$ cat config.mk
export PLATFORM = sky130hd
export DESIGN_NAME = axi_wr_slave
export DESIGN_NICKNAME = d
export VERILOG_FILES = /design/src/rtl/axi_wr_slave_pkg.sv /design/src/rtl/axi_wr_slave_sync_fifo.sv /design/src/rtl/axi_wr_slave.sv
export SDC_FILE = /design/constraint.sdc
export NUM_CORES = 1
export LEC_CHECK = 0
export ABC_CLOCK_PERIOD_IN_PS = 8800
export CORE_UTILIZATION = 36
export DETAILED_ROUTE_END_ITERATION = 7
export REMOVE_ABC_BUFFERS = 1
export SLEW_MARGIN = 20
export SYNTH_ARGS = -nofsm -noshare
export SYNTH_HDL_FRONTEND = slang
export SYNTH_SLANG_ARGS = --single-unit
$ cat constraint.sdc
create_clock -name clk -period 8.8 [get_ports clk]
set_input_delay 2.64 -clock clk [delete_from_list [all_inputs] [get_ports clk]]
set_output_delay 2.64 -clock clk [all_outputs]
set_load 0.01 [all_outputs]
$ cat src/rtl/axi_wr_slave_pkg.sv
// -----------------------------------------------------------------------------
// axi_wr_slave_pkg
// Shared definitions for the ddr2_ctrl write-channel front end: DDR2 geometry
// (row/column/bank address bits, DQ width) and the write-responder FSM states.
// No ports.
// -----------------------------------------------------------------------------
package axi_wr_slave_pkg;

    localparam int ROW_BITS = 13;
    localparam int COL_BITS = 10;
    localparam int BA_BITS  = 3;
    localparam int DQ_BITS  = 16;

    typedef enum logic [1:0] {
        ST_IDLE      = 2'd0,
        ST_BURST     = 2'd1,
        ST_WAIT_DONE = 2'd2,
        ST_RESP      = 2'd3
    } wr_state_t;

endpackage

$ cat src/rtl/axi_wr_slave_sync_fifo.sv
// -----------------------------------------------------------------------------
// axi_wr_slave_sync_fifo
// Single-clock first-word-fall-through FIFO. The head entry is always visible
// on head while empty is low. A beat pushed at edge N is visible after edge N.
// Pushes while full and pops while empty are ignored.
//
// Ports:
//   clk        clock
//   rst        asynchronous, active-high reset (flushes the FIFO)
//   push       write push_data this cycle
//   push_data  data to store
//   pop        advance the read pointer this cycle
//   head       oldest stored entry (FWFT)
//   full       no free entry
//   empty      no stored entry
// -----------------------------------------------------------------------------
module axi_wr_slave_sync_fifo #(
    parameter int DATA_WIDTH = 32,
    parameter int FIFO_DEPTH = 16
) (
    input  logic                  clk,
    input  logic                  rst,
    input  logic                  push,
    input  logic [DATA_WIDTH-1:0] push_data,
    input  logic                  pop,
    output logic [DATA_WIDTH-1:0] head,
    output logic                  full,
    output logic                  empty
);

    localparam int PTR_BITS = $clog2(FIFO_DEPTH);

    // One extra pointer bit distinguishes full from empty when the index bits match.
    logic [PTR_BITS:0]     wr_ptr;
    logic [PTR_BITS:0]     rd_ptr;
    logic [DATA_WIDTH-1:0] mem [FIFO_DEPTH];
    logic                  do_push;
    logic                  do_pop;

    assign do_push = push && !full;
    assign do_pop  = pop && !empty;

    // NOTE: sequential state uses non-blocking assignments so every flop samples
    // pre-edge values regardless of process ordering.
    always_ff @(posedge clk or posedge rst) begin
        if (rst) begin
            wr_ptr <= '0;
            rd_ptr <= '0;
        end else begin
            if (do_push) wr_ptr <= wr_ptr + 1'b1;
            if (do_pop)  rd_ptr <= rd_ptr + 1'b1;
        end
    end

    // NOTE: the storage array is deliberately not reset; the pointers alone define
    // which entries are valid, and leaving it reset-free lets it map onto RAM.
    always_ff @(posedge clk) begin
        if (do_push) mem[wr_ptr[PTR_BITS-1:0]] <= push_data;
    end

    assign head  = mem[rd_ptr[PTR_BITS-1:0]];
    assign empty = (wr_ptr == rd_ptr);
    assign full  = (wr_ptr[PTR_BITS] != rd_ptr[PTR_BITS]) &&
                   (wr_ptr[PTR_BITS-1:0] == rd_ptr[PTR_BITS-1:0]);

endmodule

$ cat src/rtl/axi_wr_slave.sv
// -----------------------------------------------------------------------------
// axi_wr_slave
// AXI-style write-channel responder in front of the ddr2_ctrl scheduler.
// Accepts one AW transaction at a time, buffers its W beats in a FWFT FIFO,
// issues one burst command to the scheduler, and returns B once the scheduler
// reports the burst written.
//
// Ports:
//   clk, rst                  controller clock, async active-high reset
//   init_end                  DDR2 init complete; gates awready in IDLE
//   awvalid/awready/awaddr/awlen   write address channel (awlen = beats-1)
//   wvalid/wready/wlast/wdata      write data channel
//   bvalid/bready             write response channel
//   cmd_valid/cmd_ready/cmd_addr/cmd_len   burst command to the scheduler
//   wr_data/wr_empty/wr_rd    FIFO head, empty flag and pop from the scheduler
//   wr_done                   pulse: scheduler finished the current burst
//   len_err                   pulse: wlast position disagreed with awlen
// -----------------------------------------------------------------------------
module axi_wr_slave
    import axi_wr_slave_pkg::*;
#(
    parameter int ADDR_WIDTH = ROW_BITS + COL_BITS + BA_BITS,
    parameter int DATA_WIDTH = DQ_BITS * 2,
    parameter int FIFO_DEPTH = 16,
    parameter int CNT_WIDTH  = 8
) (
    input  logic                  clk,
    input  logic                  rst,
    input  logic                  init_end,
    input  logic                  awvalid,
    output logic                  awready,
    input  logic [ADDR_WIDTH-1:0] awaddr,
    input  logic [7:0]            awlen,
    input  logic                  wvalid,
    output logic                  wready,
    input  logic                  wlast,
    input  logic [DATA_WIDTH-1:0] wdata,
    output logic                  bvalid,
    input  logic                  bready,
    output logic                  cmd_valid,
    input  logic                  cmd_ready,
    output logic [ADDR_WIDTH-1:0] cmd_addr,
    output logic [7:0]            cmd_len,
    output logic [DATA_WIDTH-1:0] wr_data,
    output logic                  wr_empty,
    input  logic                  wr_rd,
    input  logic                  wr_done,
    output logic                  len_err
);

    wr_state_t            state;
    wr_state_t            next_state;
    logic [CNT_WIDTH-1:0] beat_cnt;
    logic                 data_done;    // last beat of the burst accepted
    logic                 cmd_done;     // burst command accepted by scheduler
    logic                 done_sticky;  // wr_done seen while still in BURST
    logic                 out_en;       // low from reset until the first edge after release
    logic                 fifo_full;
    logic                 aw_hs;
    logic                 w_hs;
    logic                 cmd_hs;
    logic                 b_hs;
    logic                 cnt_match;
    logic                 beat_last;
    logic                 burst_complete;

    // out_en keeps awready low while rst is held even if init_end is already high.
    assign awready = (state == ST_IDLE) && init_end && out_en;
    assign wready  = (state == ST_BURST) && !data_done && !fifo_full;

    assign aw_hs  = awvalid && awready;
    assign w_hs   = wvalid && wready;
    assign cmd_hs = cmd_valid && cmd_ready;
    assign b_hs   = bvalid && bready;

    // A beat is last on wlast or on reaching the latched length, whichever is first.
    assign cnt_match      = (beat_cnt == CNT_WIDTH'(cmd_len));
    assign beat_last      = w_hs && (wlast || cnt_match);
    assign burst_complete = (cmd_done || cmd_hs) && (data_done || beat_last);

    always_ff @(posedge clk or posedge rst) begin
        if (rst) state <= ST_IDLE;
        else     state <= next_state;
    end

    // NOTE: next_state is assigned a default before the case so no path leaves it
    // unassigned, which would otherwise infer a latch.
    always_comb begin
        next_state = state;
        unique case (state)
            ST_IDLE:      if (aw_hs)                   next_state = ST_BURST;
            ST_BURST:     if (burst_complete)          next_state = ST_WAIT_DONE;
            ST_WAIT_DONE: if (wr_done || done_sticky)  next_state = ST_RESP;
            ST_RESP:      if (b_hs)                    next_state = ST_IDLE;
            default:                                   next_state = ST_IDLE;
        endcase
    end

    always_ff @(posedge clk or posedge rst) begin
        if (rst) begin
            cmd_valid   <= 1'b0;
            cmd_addr    <= '0;
            cmd_len     <= '0;
            beat_cnt    <= '0;
            data_done   <= 1'b0;
            cmd_done    <= 1'b0;
            done_sticky <= 1'b0;
            bvalid      <= 1'b0;
            len_err     <= 1'b0;
            out_en      <= 1'b0;
        end else begin
            out_en  <= 1'b1;
            len_err <= w_hs && (wlast != cnt_match);

            if (aw_hs) begin
                cmd_addr    <= awaddr;
                cmd_len     <= awlen;
                cmd_valid   <= 1'b1;
                beat_cnt    <= '0;
                data_done   <= 1'b0;
                cmd_done    <= 1'b0;
                done_sticky <= 1'b0;
            end

            if (cmd_hs) begin
                cmd_valid <= 1'b0;
                cmd_done  <= 1'b1;
            end

            if (w_hs) begin
                beat_cnt <= beat_cnt + 1'b1;
                if (wlast || cnt_match) data_done <= 1'b1;
            end

            // The scheduler may finish before the last beat is accepted here.
            if ((state == ST_BURST) && wr_done) done_sticky <= 1'b1;

            if ((state == ST_WAIT_DONE) && (next_state == ST_RESP)) begin
                bvalid      <= 1'b1;
                done_sticky <= 1'b0;
            end

            if (b_hs) bvalid <= 1'b0;
        end
    end

    axi_wr_slave_sync_fifo #(
        .DATA_WIDTH (DATA_WIDTH),
        .FIFO_DEPTH (FIFO_DEPTH)
    ) u_fifo (
        .clk       (clk),
        .rst       (rst),
        .push      (w_hs),
        .push_data (wdata),
        .pop       (wr_rd),
        .head      (wr_data),
        .full      (fifo_full),
        .empty     (wr_empty)
    );

endmodule

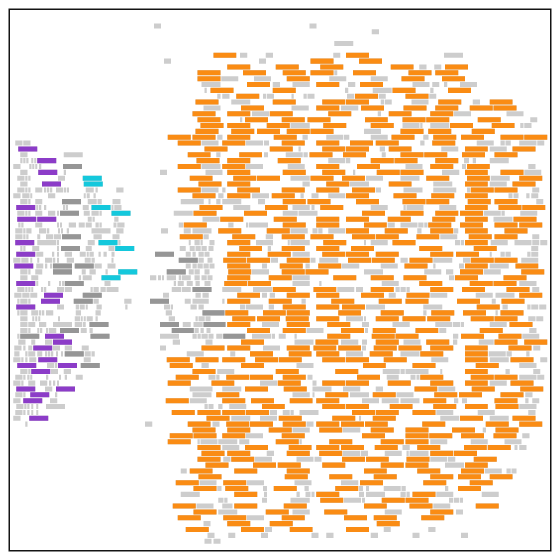
**Above:** sequential cells coloured by netlist name.
`cmd_addr`: marked purple, placed flops 26. `beat_cnt`: marked cyan, placed flops 8, where west. `u_fifo.mem`: marked orange, placed flops 512.
Another 27 sequential cells are not coloured.

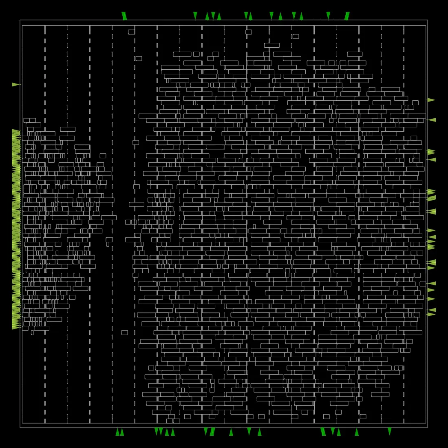
**Above:** placement view.
fillers: 5256
core area: 60800 sq um

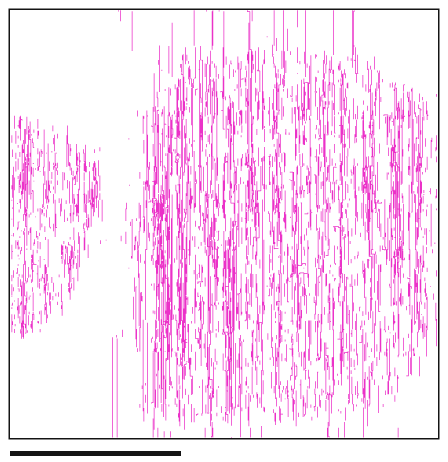
**Above:** signal wires on met2.
The bar under the picture is 100 um long.
The wires run mostly vertical. 1162 nets have wire on it. The layer carries 21.9 mm of wire. The longest straight run is 92.5 um.

==> results.cfg <==
; generated from flow reports
[run_status]
outcome = completed

[yosys]
netlist.area_leader.share_pct = 69.0
avgSynthCellArea_sq_um = 19.9
ys_cells = 1121
synth-seq-cells = 573
top_cell = edfxtp_1
top_cells_by_count = edfxtp_1, mux4_2, nand2_1
ys_warn_count = 0
edf_count = 512
synth_seq_share_pct = 75.8
synth_cell_types = 39

[floorplan]
initCoreUtil_pct = 36.7
fp.dieW_um = 251
rows = 90
fp.dieH_um = 251

[power]
power.leakage_nw = 8.89
ir_drop_mv = 0.207
cellPowerDensity_nw_per_um2 = 281

[global_routing]
grt_antenna_before_repair = 5
gr-usage-all-layers_pct = 15.1
overflow = 0

[place]
preCtsSetupSlack_ns = 2.35
gp_congestion = 0.706

[sta]
rsz0062_at_grt = no
timing.hold.ws_ns = 0.479
fin_skew_ns = 0.0343
tightestPinTransition_ns = 1.06
max_freq_mhz = 155
relSlewSlack_pct = 29.2

[worst_setup_path]
worstPathArrival_ns = 3.82
crit_start = init_end
crit_path_max_fanout = 3
crit_slowest_cell = clkdlybuf4s50_1
crit_path_frequent_cell = clkdlybuf4s50_1
worstPathRequired_ns = 6.16

[routing]
wl_per_cell_um = 22.0
first_pass_iters = 4
wirelength_um = 46700

[clock_network]
cts_inserted_buffers = 57
clkLatencyLatePin_ns = 0.63
cts_setup_buffers = 0

[final_layout]
diodes = 0
design_area_sq_um = 26500
final_util_pct = 43.6
drive_above_1_share_pct = 19.5
final_nets = 1373

[flow_run]
tool_warnings = 28
## sequential cells by signal, indices dropped and copies added, names as in the netlist
signal / count
out_en: 1
bvalid: 1
cmd_valid: 1
cmd_done: 1
u_fifo.rd_ptr: 5
state: 2
data_done: 1
done_sticky: 1
beat_cnt: 8
u_fifo.wr_ptr: 5
len_err: 1
cmd_addr: 26
cmd_len: 8
u_fifo.mem: 512
## logic make-up (layout without fill, tap and decap cells)
logic type                 Yosys count  after routing  share of synthesized area (%)
and+or+nand+nor                    195            195                           4.12
AOI/OAI and AO/OA                   82             82                           2.41
DFF                                573            573                           75.8
other                                1              1                         0.0168
buffers and inverters               68            286                           1.41
adders and majority gates            7              7                          0.393
muxes                              173            173                           15.0
xor gates and xnor gates            22             22                          0.864
## worst min-delay path by stage
stage                   endpoint  slack [ns]
global route        cmd_addr[23]        0.51
finish              cmd_addr[23]        0.48
floorplan               cmd_done        0.46
detailed placement  cmd_addr[21]        0.47
CTS                 cmd_addr[23]        0.48
global placement    cmd_addr[14]        0.46
## critical path: cells and delay by family
family,cells,cell delay (ns)
buf+inv,2,0.99
simple gates,1,0.18
## per-layer routing
metal  GRT usage [%]  vias to the layer above  share of wire (%)
li1                -                     4816                  -
met1            20.8                     5600                 45
met2            23.8                      268                 47
met3            3.94                       67                6.3
met4            4.01                       10                1.8
met5               0                        -               0.13
## layout make-up
type / count / share of cell area [%]
clock buffer: 76 / 5.73
clock inverter: 32 / 1.01
inverter: 6 / 0.0850
multi-input combinational: 480 / 19.3
sequential: 573 / 63.9
tap: 782 / 3.69
timing repair buffer: 172 / 6.36
## where the power goes
group | leakage (nW) | internal [mW] | switching, mW | total [mW]
registers | 5.41 | 3.03 | 0.240 | 3.27
clock network | 0.878 | 1.28 | 1.02 | 2.30
logic | 2.60 | 1.04 | 0.836 | 1.87
Power figures rest on the tool's default switching activity, not on a simulated workload.
